Design pc_sequencer_flat, sky130hd; sources not shown.
==> run_1/gate_families.png <==
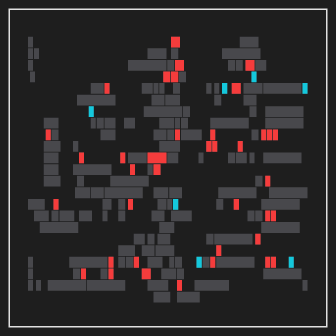
[cyan] inverters | cells: 7
[red] NAND gates | cells: 38
fraction of area in multi-input gates: 0.5386
non-filler instance count after layout: 221
most numerous logic cell after layout: nand2_1

==> run_1/final_clocks.png <==
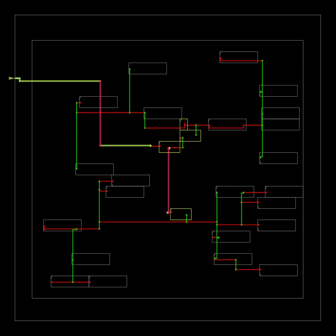
CTS Buf Count: 3
Clk. pwr: 195 uW
CLK BUF: 3
clk_skew: 0.006601 ns
Sink Count: 23

==> run_1/met1.png <==
Supply wires on this layer in grey.
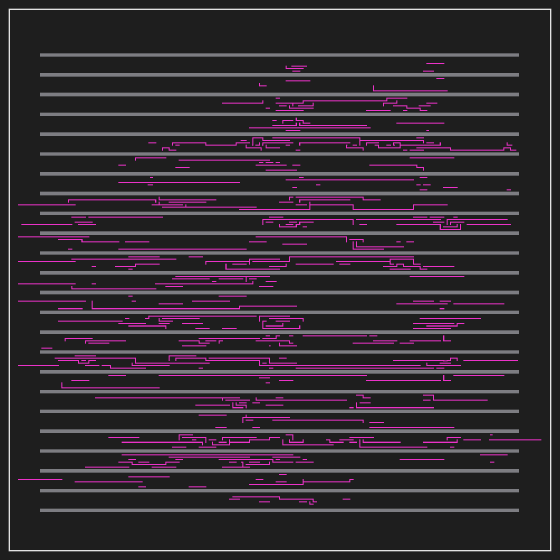
longest straight run: 28.5 um
nets with wire on the layer: 180
wire length on this layer: 1590 um
main direction: horizontal
Final Routed Wirelength: 3.705 mm
vias post-DR: 1168
M1 GR Usage: 0.1680

==> results.py, run 1 <==
# Metrics from the implementation run
metrics = {
    "critical_path": {
        "arrival_ns": 2.29,
        "crit_chain": "inv_1, ha_1, nand2b_1, a21oi_1, o21ai_1, buf_4, o311ai_1",
        "rrSetupSlack_ns": 0.90,
        "worst_path_largest_cell_delay_ns": 0.42,
        "cp.required_ns": 3.19,
        "crit_slowest_cell": "dfrtp_1",
    },
    "power": {
        "power_density_nw_per_um2": 882.0,
        "max-vdd-ir-drop_v": 0.0002411,
    },
    "logic_synthesis": {
        "synthFlopType": "dfrtp_1",
        "ys_cells": 185,
        "postSynthAreaPerCell_sq_um": 8.758,
        "synth_top_cell_by_area": "dfrtp_1",
        "yosysSeqAreaShare": 0.3552,
        "top_cells_by_area": "dfrtp_1, buf_4, mux2i_1",
        "ys_async_sr_fraction": 1.000,
        "yosys.cell_types.count": 38,
        "ys_seq_elements": 23,
        "ys_warn_count": 0,
        "syn_inst": 185,
    },
    "place": {
        "numPortBuffers": 0,
        "post_dp_cell_area_sq_um": 1526,
    },
    "clocking": {
        "htreeDepth": 1,
        "cts_setup_buffers": 0,
        "cts_resized": 0,
        "path_clk_slew_ns": 0.09,
        "worstSkewPairLatency_ns": 0.27,
        "cts_hold_buf": 0,
    },
    "detailed_routing": {
        "drt_iter0_markers": 43,
        "vias_per_cell": 5.285,
        "ant_nets": 0,
        "drt-wirelength-per-cell_um": 16.76,
    },
    "global_route": {
        "grt_pass1_vias": 1148,
        "grt_use_total": 0.1356,
        "overflow": 0,
        "antenna_found_initial": 0,
    },
    "timing": {
        "grt_setup_unrepaired": "no",
        "setup_viol": 0,
        "min_period_ns": 2.127,
        "max_slew_margin": 0.3938,
        "worstMarginPinSlew_ns": 0.9083,
        "hold_violations": 0,
        "slew_viol_final": 0,
    },
    "cells_and_area": {
        "drive_above_1_share": 0.1053,
        "diodes": 0,
        "syn_to_final_growth_pct": -2.934,
    },
    "floorplan": {
        "core_area_sq_um": 4115,
        "num_io_pins": 81,
        "fp.dieH_um": 74.18,
    },
    "hold_path": {
        "hold_path_class": "in -> async",
    },
    "outcome": {
        "outcome": "finished, final reports clean",
    },
}
[run 1: cell usage in the layout, fill, tap and decap left out, drive strengths merged, types with 2 or more instances in the layout]
| master | Yosys | final |
|---|---|---|
| a21oi | 11 | 11 |
| buf | 25 | 2 |
| clkbuf | 3 | 3 |
| conb | 2 | 10 |
| dfrtp | 23 | 23 |
| ha | 3 | 3 |
| inv | 7 | 7 |
| mux2 | 6 | 6 |
| mux2i | 14 | 14 |
| nand2 | 29 | 29 |
| nand2b | 5 | 5 |
| nand3 | 3 | 3 |
| nor2 | 13 | 13 |
| nor3 | 3 | 3 |
| nor3b | 2 | 2 |
| o21ai | 19 | 19 |
| o31ai | 3 | 3 |
| xnor2 | 4 | 4 |
| xor2 | 2 | 2 |
[run 1: through the flow]
step / worst slack (ns) / instances / power (mW) / hold slack [ns]
floorplan: 0.9060 / 193 / 1.181 / 0.5229
global placement: 0.9041 / 217 / 1.201 / 0.5493
detailed placement: 0.8715 / 217 / 1.212 / 0.5535
CTS: 0.8514 / 221 / 1.410 / 0.4709
global route: 0.6187 / 221 / 1.523 / 0.5024
finish: 0.9027 / 221 / 1.387 / 0.4148
[run 1: power breakdown]
group | switching (mW) | total, mW | internal [mW]
Combinational | 0.310 | 0.513 | 0.202
Clock | 0.103 | 0.195 | 0.0919
Sequential | 0.224 | 0.679 | 0.455
Total | 0.638 | 1.39 | 0.749
[run 1: routing by layer]
layer | vias up | routed length [um] | global-route usage
met1 | 536 | 1586 | 0.1680
met4 | 0 | 91 | 0.04225
met3 | 10 | 341 | 0.04459
met2 | 59 | 1685 | 0.2234
li1 | 563 | - | -
met5 | - | 0 | 0
[run 1: synth_stat cells (3+ instances only)]
| cell type | number |
|---|---|
| nand2b_1 | 5 |
| ha_1 | 3 |
| o21ai_1 | 16 |
| nand3_1 | 3 |
| mux2i_1 | 12 |
| mux2_1 | 3 |
| clkbuf_1 | 3 |
| nand2_1 | 29 |
| xnor2_1 | 4 |
| inv_1 | 5 |
| dfrtp_1 | 23 |
| nor2_1 | 13 |
| o21ai_0 | 3 |
| a21oi_1 | 10 |
| buf_4 | 21 |
[run 1: cells by family (layout without fill, tap and decap cells)]
group / count (synthesis) / in the layout / share of synthesized area
xor+xnor: 6 / 6 / 0.03243
mux: 20 / 20 / 0.1405
other cells: 2 / 10 / 0.004635
flops: 23 / 23 / 0.3552
fa+ha+maj: 3 / 3 / 0.02317
compound gates: 37 / 37 / 0.1351
buf+inv: 35 / 13 / 0.1405
simple gates: 59 / 59 / 0.1683
[run 1: area by class of cell]
class	count	area (sq um)
fillers	430	2542
multi-input cells	135	847.1
flip-flops and latches	23	575.6
well taps	50	62.56
clock buffers	3	41.29
inverters	7	26.28
repair buffers	2	15.01
clock inverters	1	5.005
[run 1: critical path, delay by kind of cell (launching register included)]
kind            cells  cell delay [ns]
compound gates      3             0.88
fa+ha+maj           1             0.18
buf+inv             2             0.39
flops               1             0.42
simple gates        1             0.16
==> run_1/registers.png <==
Other sequential cells in the stronger grey, the rest of the logic in the fainter grey.
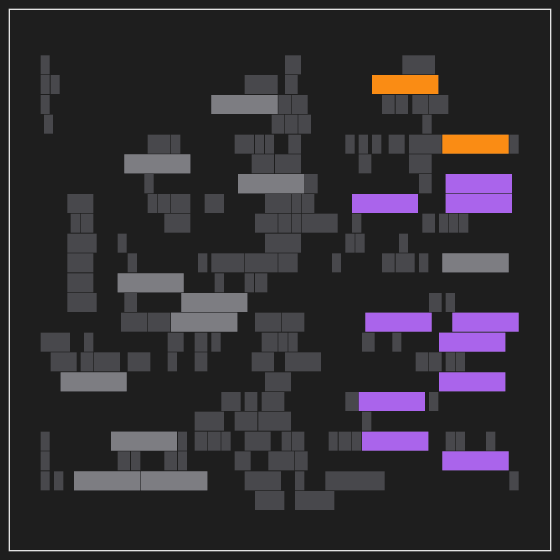

## Run 2: what changed since run 1
Settings changed: CORE_UTILIZATION 37 to 34.
Clock period 3.03 ns to 2 ns, I/O delays scaled along.
==> run_2/registers.png <==
Other sequential cells in the stronger grey, the rest of the logic in the fainter grey.
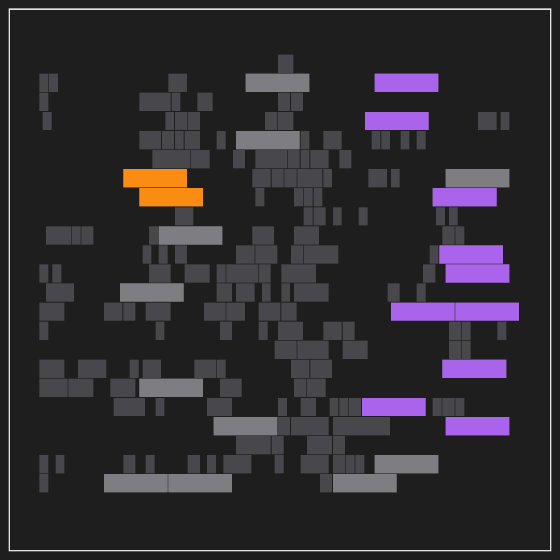
[purple] u_core.bus.adder_a | sequential cells: 10
[orange] u_core.bus.state_o | sequential cells: 2
not coloured: 11
Seq area share: 0.3501
Final Util: 0.3675
Seq. cell area: 575.6 sq um
Power Sequential: 1.03 mW

==> results.py, run 2 <==
# Metrics from the implementation run
metrics = {
    "hold_path": {
        "hold_path_class": "in -> async",
    },
    "cells_and_area": {
        "diodes": 0,
        "final_common_cell": "nand2_1",
        "final_cell_mix": "nand2_1, dfrtp_1, o21ai_1, nor2_1, mux2i_1",
        "syn_to_final_growth_pct": 1.467,
    },
    "clocking": {
        "worstSkewPairLatency_ns": 0.26,
        "htreeDepth": 1,
        "cts_hold_buf": 0,
        "cts.sinks": 23,
        "cts_buffers": 3,
        "path_clk_slew_ns": 0.09,
    },
    "logic_synthesis": {
        "ys_seq_elements": 23,
        "ys_warn_count": 0,
        "yosysSeqAreaShare": 0.3552,
        "syn_inst": 185,
        "ys_cells": 185,
        "ys_top_cells_by_count": "nand2_1, dfrtp_1, buf_4",
        "postSynthAreaPerCell_sq_um": 8.758,
        "top_cell": "nand2_1",
        "ys_async_sr_fraction": 1.000,
        "synth_top_cell_by_area": "dfrtp_1",
        "synthFlopType": "dfrtp_1",
        "top_cells_by_area": "dfrtp_1, buf_4, mux2i_1",
        "yosys.cell_types.count": 38,
    },
    "power": {
        "max-vdd-ir-drop_v": 0.0003918,
        "power_mw": 2.150,
    },
    "critical_path": {
        "cp.required_ns": 2.16,
        "ff2ff_path_depth": 7,
        "arrival_ns": 1.96,
        "rrSetupSlack_ns": 0.20,
    },
    "floorplan": {
        "num_io_pins": 81,
        "fp.dieH_um": 77.04,
        "core_area_sq_um": 4474,
    },
    "global_route": {
        "overflow": 0,
        "grt_use_total": 0.1330,
        "antenna_found_initial": 0,
    },
    "detailed_routing": {
        "drt-wirelength-per-cell_um": 17.38,
        "vias_per_cell": 5.207,
        "ant_nets": 0,
        "drt_iter0_markers": 52,
    },
    "timing": {
        "hold_violations": 0,
        "fin_worst_skew_ns": 0.008694,
        "setup_viol": 0,
        "slew_viol_final": 0,
        "min_period_ns": 1.798,
    },
    "outcome": {
        "outcome": "finished, final reports clean",
    },
    "place": {
        "numPortBuffers": 0,
    },
}
==> run_2/met1.png <==
Supply wires on this layer in grey.
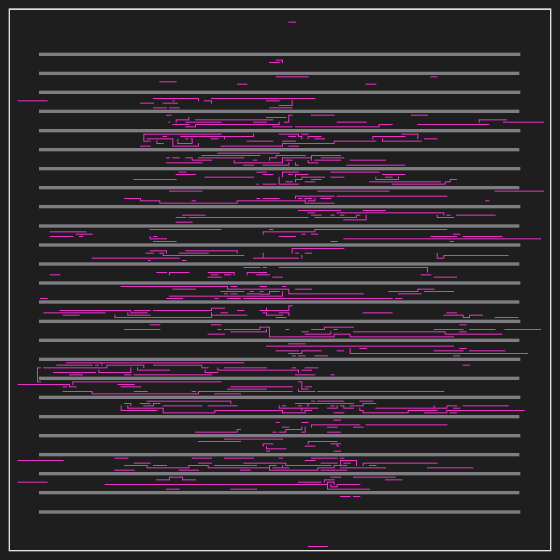
wire length on this layer: 1790 um
nets with wire on the layer: 189
main direction: horizontal
vias post-DR: 1208
M1 GR Usage: 0.1690
Final Routed Wirelength: 4.031 mm

run 2: power by group:
part | switching, mW | leakage (nW) | internal (mW) | total, mW
Combinational | 0.487 | 0.447 | 0.345 | 0.832
Clock | 0.151 | 0.0228 | 0.142 | 0.293
Sequential | 0.336 | 0.287 | 0.690 | 1.03
run 2: critical path, stage by stage (launching register included):
cell and delay [ns]:
dfrtp_1 0.39, inv_1 0.10, ha_2 0.24, nand2b_1 0.11, a21oi_1 0.20, o21ai_1 0.19
buf_4 0.24, o311ai_1 0.23
run 2: metal layers:
metal / track usage / vias to the layer above / share of wire
met2: 0.2160 / 51 / 0.46
met5: 0 / - / 0
met1: 0.1690 / 566 / 0.44
met4: 0.05160 / 0 / 0.023
met3: 0.03396 / 6 / 0.075
li1: - / 585 / -
run 2: layout make-up:
cell class                      count  area [sq um]
Clock buffer                        4         45.04
Sequential cell                    23         575.6
Timing Repair Buffer               11         82.58
Fill cell                         458          2830
Tap cell                           52         65.06
Multi-Input combinational cell    135         849.6
Inverter                            7         26.28
run 2: logic make-up (layout without fill, tap and decap cells):
kind of cell	count (synthesis)	after routing	synth area share
mux	20	20	0.1405
other cells	2	10	0.004635
fa+ha+maj	3	3	0.02317
xor+xnor	6	6	0.03243
simple gates	59	59	0.1683
flops	23	23	0.3552
buf+inv	35	22	0.1405
compound gates	37	37	0.1351
run 2: repair_timing:
item / CTS / global route
endpoints found under the setup margin: 0 / 2
buffers inserted: 0 / 0
resized: 0 / 1
run 2: stage by stage:
| stage | std cells | hold WS (ns) | util | area, sq um | worst slack [ns] |
|---|---|---|---|---|---|
| floorplan | 193 | 0.4019 | - | 1650 | 0.0009384 |
| global placement | 228 | 0.3538 | 0.3568 | 1597 | 0.1480 |
| detailed placement | 228 | 0.3582 | 0.3568 | 1597 | 0.1081 |
| CTS | 232 | 0.07371 | 0.3669 | 1642 | 0.1054 |
| global route | 232 | 0.08316 | 0.3675 | 1644 | 0.01107 |
| finish | 232 | 0.06048 | 0.3675 | 1644 | 0.2020 |
Power and IR drop assume default switching activity.
